--- config.mk ---
export PLATFORM = sky130hd
export DESIGN_NAME = ar_rr_sel21
export DESIGN_NICKNAME = d
export VERILOG_FILES = /design/src/rtl/ar_rr_sel21.sv
export SDC_FILE = /design/constraint.sdc
export NUM_CORES = 1
export LEC_CHECK = 0
export ABC_AREA = 1
export CAP_MARGIN = 20
export CORE_MARGIN = 2
export CORE_UTILIZATION = 25
export DETAILED_ROUTE_END_ITERATION = 8
export HOLD_SLACK_MARGIN = 0.05
export RECOVER_POWER = 50
export SYNTH_ARGS = -nofsm -noshare
export SYNTH_HDL_FRONTEND = slang
export SYNTH_SLANG_ARGS = --single-unit
--- constraint.sdc ---
create_clock -name clk -period 3.6 [get_ports clk]
set_clock_uncertainty 0.1 [all_clocks]
set_input_delay 1.08 -clock clk [delete_from_list [all_inputs] [get_ports clk]]
set_output_delay 1.08 -clock clk [all_outputs]
set_load 0.01 [all_outputs]
--- src/rtl/ar_rr_sel21.sv ---
// ar_rr_sel21: two-channel round-robin arbiter driving the select line of a 2:1 mux stage.
// Optional hold timeout is compiled in with `define AR_SEL_TIMEOUT_EN.
module ar_rr_sel21 #(
    parameter int HOLD_MAX = 8,
    parameter int CNT_W    = 4
) (
    input  logic       clk,
    input  logic       rst,
    input  logic [1:0] req_i,
    input  logic       done_i,
    output logic       sel_o,
    output logic [1:0] grant_o,
    output logic       busy_o
);

    typedef enum logic [1:0] {
        IDLE = 2'd0,
        G0   = 2'd1,
        G1   = 2'd2
    } state_t;

`ifdef AR_SEL_TIMEOUT_EN
    localparam bit TIMEOUT_EN = 1'b1;
`else
    localparam bit TIMEOUT_EN = 1'b0;
`endif

    localparam logic [CNT_W-1:0] CNT_MAX   = '1;
    localparam logic [CNT_W-1:0] HOLD_LAST = CNT_W'(HOLD_MAX - 1);

    state_t           state_q, state_d;
    logic             last_q, last_d;
    logic [CNT_W-1:0] cnt_q, cnt_d;
    logic             sel_q;
    logic [1:0]       grant_q;
    logic             busy_q;

    logic owner;
    logic timeoutHit;
    logic releaseNow;
    logic idleWinner;

    assign owner      = (state_q == G1);
    assign timeoutHit = TIMEOUT_EN && (cnt_q == HOLD_LAST);
    assign releaseNow = done_i || !req_i[owner] || timeoutHit;
    // On a tie the channel that did not win last time gets the path.
    assign idleWinner = (req_i == 2'b11) ? ~last_q : req_i[1];

    always_comb begin
        state_d = state_q;
        last_d  = last_q;
        cnt_d   = cnt_q;
        case (state_q)
            IDLE: begin
                if (req_i != 2'b00) begin
                    state_d = idleWinner ? G1 : G0;
                    last_d  = idleWinner;
                    cnt_d   = '0;
                end
            end
            G0, G1: begin
                if (!releaseNow) begin
                    if (cnt_q != CNT_MAX) begin
                        cnt_d = cnt_q + 1'b1;
                    end
                end else if (req_i[~owner]) begin
                    // Direct handoff: the other channel takes over without an idle bubble.
                    state_d = owner ? G0 : G1;
                    last_d  = ~owner;
                    cnt_d   = '0;
                end else begin
                    state_d = IDLE;
                end
            end
            default: state_d = IDLE;
        endcase
    end

    // Outputs are decoded from the next state so they change together with the state register.
    always_ff @(posedge clk or posedge rst) begin
        if (rst) begin
            state_q <= IDLE;
            last_q  <= 1'b1;
            cnt_q   <= '0;
            sel_q   <= 1'b0;
            grant_q <= 2'b00;
            busy_q  <= 1'b0;
        end else begin
            state_q <= state_d;
            last_q  <= last_d;
            cnt_q   <= cnt_d;
            if (state_d == G0) begin
                sel_q <= 1'b0;
            end else if (state_d == G1) begin
                sel_q <= 1'b1;
            end
            grant_q <= {state_d == G1, state_d == G0};
            busy_q  <= (state_d != IDLE);
        end
    end

    assign sel_o   = sel_q;
    assign grant_o = grant_q;
    assign busy_o  = busy_q;

endmodule

**Run 1: signal wires by layer**

Two of the layers only.
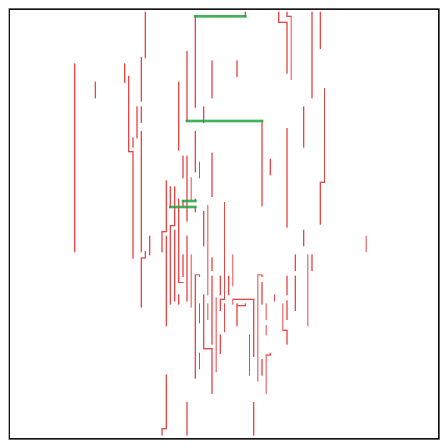
legend:
  met3:
    color: green
    wire_length: 17.9 µm
  met2:
    color: red
    wire_length: 446 µm

**Run 1: signal metal coverage by tile**

9 x 9 tiles, from white (low) to dark blue (high), scaled to the fullest tile. Values are wire area over tile area, all layers added.
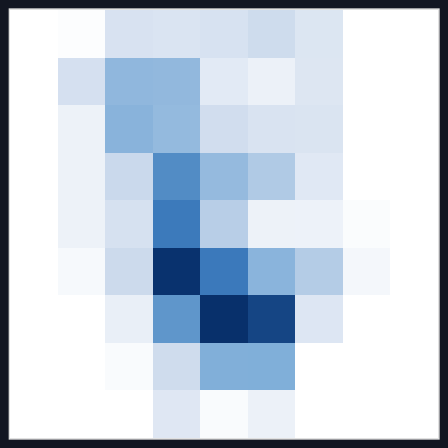
densest ninth of the die: center
nearly empty tiles: 40%
tiles over half the peak: 8.6%
mean over tiles: 0.057

==> notes.md, run 1 <==
flow finished, numbers: status finished, final reports clean, Final Net Count ~86, Design Power just under 500 µW, Antenna Cells 0, register bit total from synthesis 7, ratio of final minimum period to clock period 0.734, Die Height 47.3 µm, worst vdd ir about 0.24 mV, pwr/cell area 821 nW/µm², DRC viols 0, setup bufs post-CTS 0, Via density between 4 and 5, die area between 2000 and 2500 µm², DRT Pass-1 Iters 4, Routed WL 826 µm, RSZ-0062 raised after global routing false, Final HPWL DP roughly 670 µm, Area after DPL ~580 µm², Worst-path clk slew approximately 0.050 ns, Global Route Usage Sum 0.0922, initial core utilization 0.268, Slew @ Worst Pin between 0.2 and 0.3 ns, cts bufs inserted 3, Hold Path Class reg -> reg, PortBufs 8, number of OpenROAD warnings 31, required time worst endpoint between 3 and 4 ns, Final Hold Fails 0, placed cell count ~94, Max Slew Vio Count 0, remaining antenna violation count after routing 0, synthesized cell area 468 µm², H-tree depth 1, Top cell excl fill/tap nand2_1, GRT overflow 0, Non-Filler Instances 98, max-cap viol count 0, setup TNS 0 ns, clk latency late pin 0.25 ns, WS Path Type in -> reg, CP Launch Type input port, area delta synth->final 29.4%, Syn Area/Cell approximately 7.7 µm², number of cells produced by synthesis between 60 and 70, Fmax between 300 and 400 MHz, post-route cell area 606 µm², largest net degree at the start of global routing 8, layout cell share with drive strength beyond 1 0.123, final setup vio count 0, Crit Path Max Fanout 6, Synth warnings 0, Top cells excl fill/tap 22 x nand2_1, 7 x ha_1, 6 x dfrtp_1, 6 x clkdlybuf4s50_1, initial antenna violation count 0, routed via count a little over 400, pre-CTS WS around 0.78 ns, WL per Instance 8.43 µm, Clock Path Buffers 2, cells in synth_stat.txt slightly above 60, count of cell types in the netlist 15, nature of the critical path endpoint register, normalized max-slew margin 0.821, Final min period between 2 and 3 ns, PostCTS Resize Cnt 0, Worst EP arrival approximately 2.7 ns, TritonCTS clock tree yes, GPL Wtd Cong just over 0.7, vias in the first global route 360, syn nets 73, hold_buf cts 0, clk sinks 7, YS chip area roughly 470 µm², clock root buffer clkbuf_4, Boundary Pins 9, die width around 47 µm, register share after synthesis 0.377, Setup WS post-layout ~0.96 ns, row count 15, first-pass GRT wire length approximately 1400 µm, leakage power between 0.3 and 0.4 nW, core area roughly 1700 µm², DR iter-0 viols 2
**Run 1: port wiring**

The bar under the picture is 10 µm long.
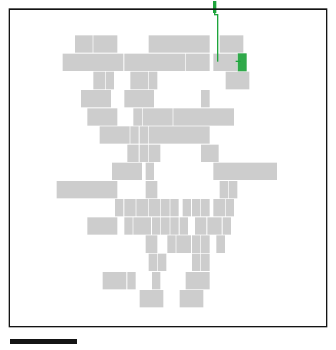
legend:
  `rst`:
    color: green
    bits: 1
    direction: input
    end_cells: 1
    buffers: 1
    wire: 8.50 µm

**Run 1: metal 2**

The bar under the picture is 10 µm long.
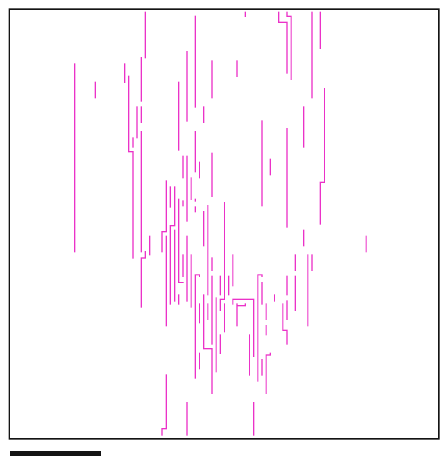
longest straight run: 20.7 µm
nets with wire on the layer: 65
wire length on this layer: 446 µm
share of all routed wire: 54%

run 1: flip-flops by register name, indices dropped and copies added (netlist names):
register  cells
grant_o       2
state_q       2
busy_o        1
last_q        1
sel_o         1
run 1: cell families after synthesis:
kind of cell | count (synthesis) | synth area share
AND-OR/OR-AND | 7 | 0.0829
adder cells (fa/ha/maj) | 7 | 0.187
buffers and inverters | 9 | 0.0722
flip-flops | 7 | 0.377
AND/OR/NAND/NOR | 31 | 0.281
run 1: stage by stage:
step | hold WS [ns] | util
floorplan | 0.342 | -
global placement | 0.368 | 0.332
detailed placement | 0.357 | 0.332
CTS | 0.364 | 0.347
global route | 0.392 | 0.347
finish | 0.359 | 0.347
run 1: final timing paths:
check,start,endpoint,slack [ns],depth (start not counted)
max,req_i[0],sel_o,0.96,11
min,last_q,last_q,0.36,2
max reg2reg,state_q[0],sel_o,1.67,12
min reg2reg,last_q,last_q,0.36,2
max in group asynchronous,rst,last_q,2.04,2
min in group asynchronous,rst,state_q[0],1.09,2
run 1: synthesized netlist by cell type (all sizes together):
cell,number,area share
nand2,23,0.19
inv,8,0.064
ha,7,0.19
dfrtp,6,0.32
nand3,6,0.075
a21oi,3,0.032
nor2,2,0.016
o21ai,2,0.021
a31oi,1,0.013
clkinv,1,0.0080
dfstp,1,0.056
o211ai,1,0.016
run 1: report_power, final:
group	internal (mW)	total, mW	switching, mW
combinational	0.122	0.289	0.167
clock	0.0423	0.0716	0.0293
sequential	0.119	0.136	0.0172
total	0.283	0.497	0.214
run 1: cell type report:
| type | count | area, µm² |
|---|---|---|
| Clock buffer | 4 | 26.3 |
| Multi-Input combinational cell | 45 | 258 |
| Inverter | 9 | 33.8 |
| Fill cell | 172 | 1140 |
| Sequential cell | 7 | 176 |
| Tap cell | 25 | 31.3 |
| Timing Repair Buffer | 8 | 80.1 |
run 1: critical path, stage by stage:
cell and delay [ns]:
dlygate4sd3_1 0.65, inv_2 0.06, nand2_2 0.06, nand3_2 0.08, nand2_1 0.07, nand3_1 0.08
nand2_1 0.08, nand2_1 0.09, ha_1 0.30, nor2_1 0.09, a21oi_1 0.05
run 1: routing by layer:
layer  part of all wire  up-vias  global-route usage  wire (µm)
met5                  0        -                   0          0
met4                  0        0              0.0333          0
met3              0.021        0              0.0462         17
met2               0.54        8               0.151        446
met1               0.44      184               0.102        362
li1                   -      217                   -          -
==> run 2: changes to the inputs <==
==> constraint.sdc (replaced) <==
create_clock -name clk -period 2.75 [get_ports clk]
set_clock_uncertainty 0.1 [all_clocks]
set_input_delay 0.825 -clock clk [delete_from_list [all_inputs] [get_ports clk]]
set_output_delay 0.825 -clock clk [all_outputs]
set_load 0.01 [all_outputs]
**Run 2: signal wires by layer**

Two of the layers only.
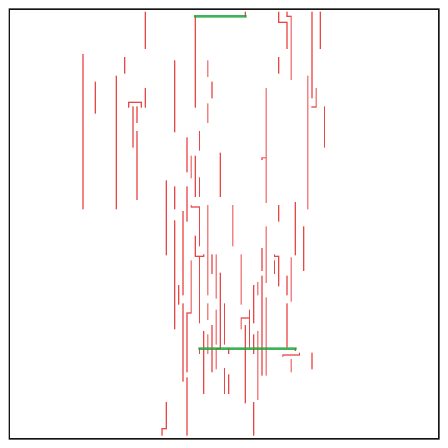
legend:
  met3:
    color: green
    wire_length: 16.1 µm
  met2:
    color: red
    wire_length: 412 µm

==> notes.md, run 2 <==
flow finished, numbers: Top cell excl fill/tap nand2_1 (unchanged), status finished, final reports clean (unchanged), top cells, area dfrtp_1 32%, ha_1 19%, nand2_1 18% (unchanged), GRT overflow 0 (unchanged), DRT Pass-1 Iters 4 (unchanged), WS Path Type in -> reg (unchanged), Slew @ Worst Pin 0.256 ns (was 0.269 ns), top cells by count 22 x nand2_1, 7 x ha_1, 6 x dfrtp_1 (unchanged), Synth top area share 0.321 (unchanged), YS chip area 468 µm² (unchanged), clk sinks 7 (unchanged), initial antenna violation count 0 (unchanged), Antenna Cells 0 (unchanged), PostCTS Resize Cnt 0 (unchanged), required time worst endpoint 2.78 ns (was 3.64 ns), fin util 0.347 (unchanged), register share after synthesis 0.377 (unchanged), P_int 371 µW (was 283 µW), normalized max-slew margin 0.829 (was 0.821), post-route cell area 606 µm² (unchanged), setup TNS 0 ns (unchanged), initial core utilization 0.268 (unchanged), core area 1750 µm² (unchanged), hold_buf cts 0 (unchanged), pwr/cell area 1070 nW/µm² (was 821 nW/µm²), Die Height 47.3 µm (unchanged), clk latency late pin 0.24 ns (was 0.25 ns), layout cell share with drive strength beyond 1 0.110 (was 0.123), area delta synth->final 29.4% (unchanged), number of OpenROAD warnings 31 (unchanged), Top cells excl fill/tap 22 x nand2_1, 7 x ha_1, 6 x inv_1, 6 x dfrtp_1, 6 x clkdlybuf4s50_1 (was 22 x nand2_1, 7 x ha_1, 6 x dfrtp_1, 6 x clkdlybuf4s50_1), number of enable flip-flop cells 0 (unchanged), nature of the critical path endpoint register (unchanged), routed via count 404 (was 409), TritonCTS clock tree yes (unchanged), cts bufs inserted 3 (unchanged), cells in synth_stat.txt 61 (unchanged), Final Hold Fails 0 (unchanged), row count 15 (unchanged), number of cells produced by synthesis 61 (unchanged), Boundary Pins 9 (unchanged), Area after DPL 579 µm² (unchanged), DRC viols 0 (unchanged), vias in the first global route 374 (was 360), Crit Path Max Fanout 6 (unchanged), Logic area 258 µm² (unchanged), Seq pwr share 0.275 (was 0.274), RSZ-0062 raised after global routing false (unchanged), die area 2230 µm² (unchanged), Clock Path Buffers 2 (unchanged), PortBufs 8 (unchanged), Switch Pwr 275 µW (was 214 µW), count of cell types in the netlist 15 (unchanged), remaining antenna violation count after routing 0 (unchanged), Fmax between 400 and 500 MHz, Synth async-reset ratio 1.00 (unchanged), register bit total from synthesis 7 (unchanged), clock root buffer clkbuf_4 (unchanged), Sw Share 0.426 (was 0.430), Final min period 2.43 ns, Syn Area/Cell 7.67 µm² (unchanged), clock network fraction of total power 0.139 (was 0.144), synthesized cell area 468 µm² (unchanged), most frequent cell after synthesis nand2_1 (unchanged), syn nets 73 (unchanged), leakage power 0.312 nW (was 0.311 nW), final setup vio count 0 (unchanged), Final Net Count 86 (unchanged), Design Power 645 µW (was 497 µW), CP Launch Type input port (unchanged), Routed WL 803 µm (was 826 µm), cell taking the most area after synthesis dfrtp_1 (unchanged), Synth warnings 0 (unchanged), register area 176 µm² (unchanged), Global Route Usage Sum 0.0883 (was 0.0922), Comb pwr share 0.586 (was 0.582)
==> run 2: cell counts in the layout (fill, tap and decap cells not counted) <==
No cell type changed its count.
==> run 2: path summary, 6_finish.rpt <==
path                         endpoint        from  cells after the start  slack [ns]
setup / recovery                sel_o    req_i[0]                     11        0.32
hold / removal                 last_q      last_q                      2        0.36
setup reg to reg                sel_o  state_q[0]                     12        0.83
hold reg to reg                last_q      last_q                      2        0.36
max in group asynchronous      last_q         rst                      2        1.44
min in group asynchronous  grant_o[1]         rst                      2        0.84
==> run 2: routing by layer <==
metal | vias up | part of all wire | track usage
met3 | 0 | 0.020 | 0.0462
met1 | 179 | 0.47 | 0.109
met2 | 5 | 0.51 | 0.146
met4 | 0 | 0 | 0
met5 | - | 0 | 0
li1 | 220 | - | -
==> run 2: logic make-up after synthesis <==
kind of cell	Yosys count	synth area share
and+or+nand+nor	31	0.281
buffers and inverters	9	0.0722
adders and majority gates	7	0.187
AOI/OAI and AO/OA	7	0.0829
DFF	7	0.377
==> run 2: per-stage QoR <==
step / setup slack [ns] / hold slack (ns) / instances
2_1_floorplan: 0.869 / 0.342 / 61
3_3_place_gp: 0.166 / 0.358 / 94
3_5_place_dp: 0.154 / 0.355 / 94
4_1_cts: 0.417 / 0.363 / 98
5_1_grt: 0.159 / 0.374 / 98
6_report: 0.315 / 0.357 / 98
==> run 2: power by group through the flow <==
| stage | Clock (mW) | Combinational (mW) | Sequential [mW] |
|---|---|---|---|
| 6_report | 0.0897 | 0.378 | 0.177 |
| 5_1_grt | 0.103 | 0.448 | 0.183 |
| 4_1_cts | 0.0958 | 0.384 | 0.179 |
| 3_5_place_dp | 0 | 0.384 | 0.181 |
| 3_3_place_gp | 0 | 0.380 | 0.179 |
| 2_1_floorplan | 0 | 0.270 | 0.187 |
==> run 2: final cells by class <==
cell class | count | share of cell area
well taps | 25 | 0.0517
clock buffers | 4 | 0.0434
repair buffers | 8 | 0.132
multi-input cells | 45 | 0.426
flip-flops and latches | 7 | 0.291
inverters | 9 | 0.0558
==> run 2: worst max-delay path, cell delays in order <==
cell           delay, ns
dlygate4sd3_1       0.64
inv_1               0.10
nand2_2             0.07
nand3_2             0.08
nand2_1             0.07
nand3_1             0.09
nand2_1             0.07
nand2_1             0.09
ha_1                0.30
nor2_1              0.09
a21oi_1             0.05
**Run 2: metal 2**

The bar under the picture is 10 µm long.
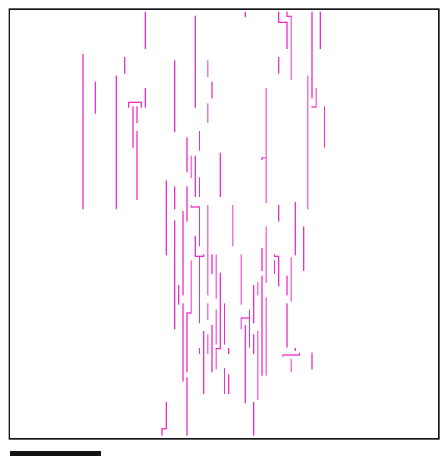

==> run 3: changes to the inputs <==
--- a/config.mk
+++ b/config.mk
@@ -6,12 +6,13 @@
 export NUM_CORES = 1
 export LEC_CHECK = 0
 export ABC_AREA = 1
-export CAP_MARGIN = 20
 export CORE_MARGIN = 2
 export CORE_UTILIZATION = 25
 export DETAILED_ROUTE_END_ITERATION = 8
+export GPL_TIMING_DRIVEN = 0
 export HOLD_SLACK_MARGIN = 0.05
 export RECOVER_POWER = 50
+export SETUP_SLACK_MARGIN = 0.4
 export SYNTH_ARGS = -nofsm -noshare
 export SYNTH_HDL_FRONTEND = slang
 export SYNTH_SLANG_ARGS = --single-unit
**Run 3: metal 2**

The bar under the picture is 10 µm long.
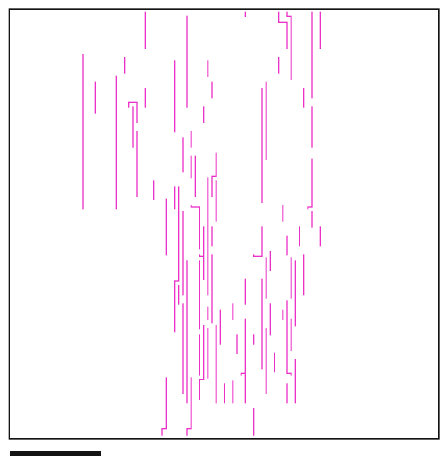
share of all routed wire: 52%
wire length on this layer: 419 µm
longest straight run: 17.0 µm

==> notes.md, run 3 <==
flow finished, numbers: die width 47.3 µm (unchanged), GRT overflow 0 (unchanged), Boundary Pins 9 (unchanged), cells in synth_stat.txt 61 (unchanged), nature of the critical path endpoint register (unchanged), Final Net Count 86 (unchanged), Synth warnings 0 (unchanged), layout cell share with drive strength beyond 1 0.110 (unchanged), core area 1750 µm² (unchanged), Routed WL 807 µm (was 803 µm), Synth top area share 0.321 (unchanged), cell taking the most area after synthesis dfrtp_1 (unchanged), max-cap viol count 0 (unchanged), GPL Wtd Cong 0.707 (was 0.740), Hold Path Class reg -> reg (unchanged), number of OpenROAD warnings 31 (unchanged), worst vdd ir 0.440 mV (was 0.453 mV), most frequent CP cell nand2_1 (unchanged), final setup vio count 0 (unchanged), CP max stage cell dlygate4sd3_1 (unchanged), WL per Instance 8.23 µm (was 8.19 µm), remaining antenna violation count after routing 0 (unchanged), initial core utilization 0.268 (unchanged), synthesized cell area 468 µm² (unchanged), ratio of final minimum period to clock period 0.833 (was 0.885), pwr/cell area 1050 nW/µm² (was 1070 nW/µm²), YS chip area 468 µm² (unchanged), largest net degree at the start of global routing 8 (unchanged), DR iter-0 viols 2 (was 12), most frequent cell after synthesis nand2_1 (unchanged), Top cell excl fill/tap nand2_1 (unchanged), register share after synthesis 0.377 (unchanged), worst path cell trace dlygate4sd3_1, inv_1, nand3_2, nand2_1, nand3_1, nand2_1, nand2_1, ha_1, nor2_1, a21oi_1 (was dlygate4sd3_1, inv_1, nand2_2, nand3_2, nand2_1, nand3_1, nand2_1, nand2_1, ha_1, nor2_1, a21oi_1), status finished, final reports clean (unchanged), Setup WS post-layout 0.460 ns (was 0.315 ns), die area 2230 µm² (unchanged), Synth async-reset ratio 1.00 (unchanged), top cells, area dfrtp_1 32%, ha_1 19%, nand2_1 18% (unchanged), leakage power 0.330 nW (was 0.312 nW), Die Height 47.3 µm (unchanged), Commonest flop dfrtp_1 (unchanged), pre-CTS WS 0.153 ns (was 0.154 ns), row count 15 (unchanged)
run 3: power by group:
group | internal, mW | switching, mW
clock network | 0.0552 | 0.0353
logic | 0.159 | 0.217
registers | 0.156 | 0.0224
total | 0.370 | 0.274
run 3: per-layer routing:
metal,up-vias,routed length (µm),GRT usage
met2,2,419,0.157
met3,0,6,0.0462
li1,219,-,-
met5,-,0,0
met4,0,0,0
met1,181,381,0.0953
run 3: cells by family after synthesis:
family          synth area share
fa+ha+maj                  0.187
simple gates               0.281
flops                      0.377
compound gates            0.0829
buf+inv                   0.0722
run 3: per-stage QoR:
stage | hold WS, ns | cells | util | cell area, µm² | power [mW]
after floorplan | 0.342 | 61 | - | 468 | 0.457
after global placement | 0.358 | 94 | 0.332 | 579 | 0.558
after detailed placement | 0.353 | 94 | 0.332 | 579 | 0.565
after CTS | 0.361 | 98 | 0.347 | 606 | 0.659
after global routing | 0.373 | 98 | 0.350 | 611 | 0.734
final | 0.359 | 98 | 0.350 | 611 | 0.644
run 3: final cells by class:
type	count	area, µm²
repair buffers	8	85.1
inverters	9	33.8
flip-flops and latches	7	176
fillers	188	1130
clock buffers	4	26.3
well taps	25	31.3
multi-input cells	45	258
run 3: worst max-delay path: cells and delay by family:
family	cells	cell delay (ns)
AND-OR/OR-AND	1	0.05
buffers and inverters	2	0.64
adder cells (fa/ha/maj)	1	0.30
AND/OR/NAND/NOR	6	0.52
run 3: final timing paths:
check | start | slack [ns] | end
min | last_q | 0.36 | last_q
max in group asynchronous | rst | 1.44 | last_q
max | done_i | 0.46 | sel_o
min in group asynchronous | rst | 0.85 | grant_o[1]
max reg2reg | state_q[0] | 0.83 | sel_o
min reg2reg | last_q | 0.36 | last_q
run 3: repair_timing:
action	CTS	global route
endpoints found under the setup margin	0	1
hold buffers	0	0
setup buffers	0	0
gates resized	0	2
No activity file was given, so power comes from the tool's default toggle rates.
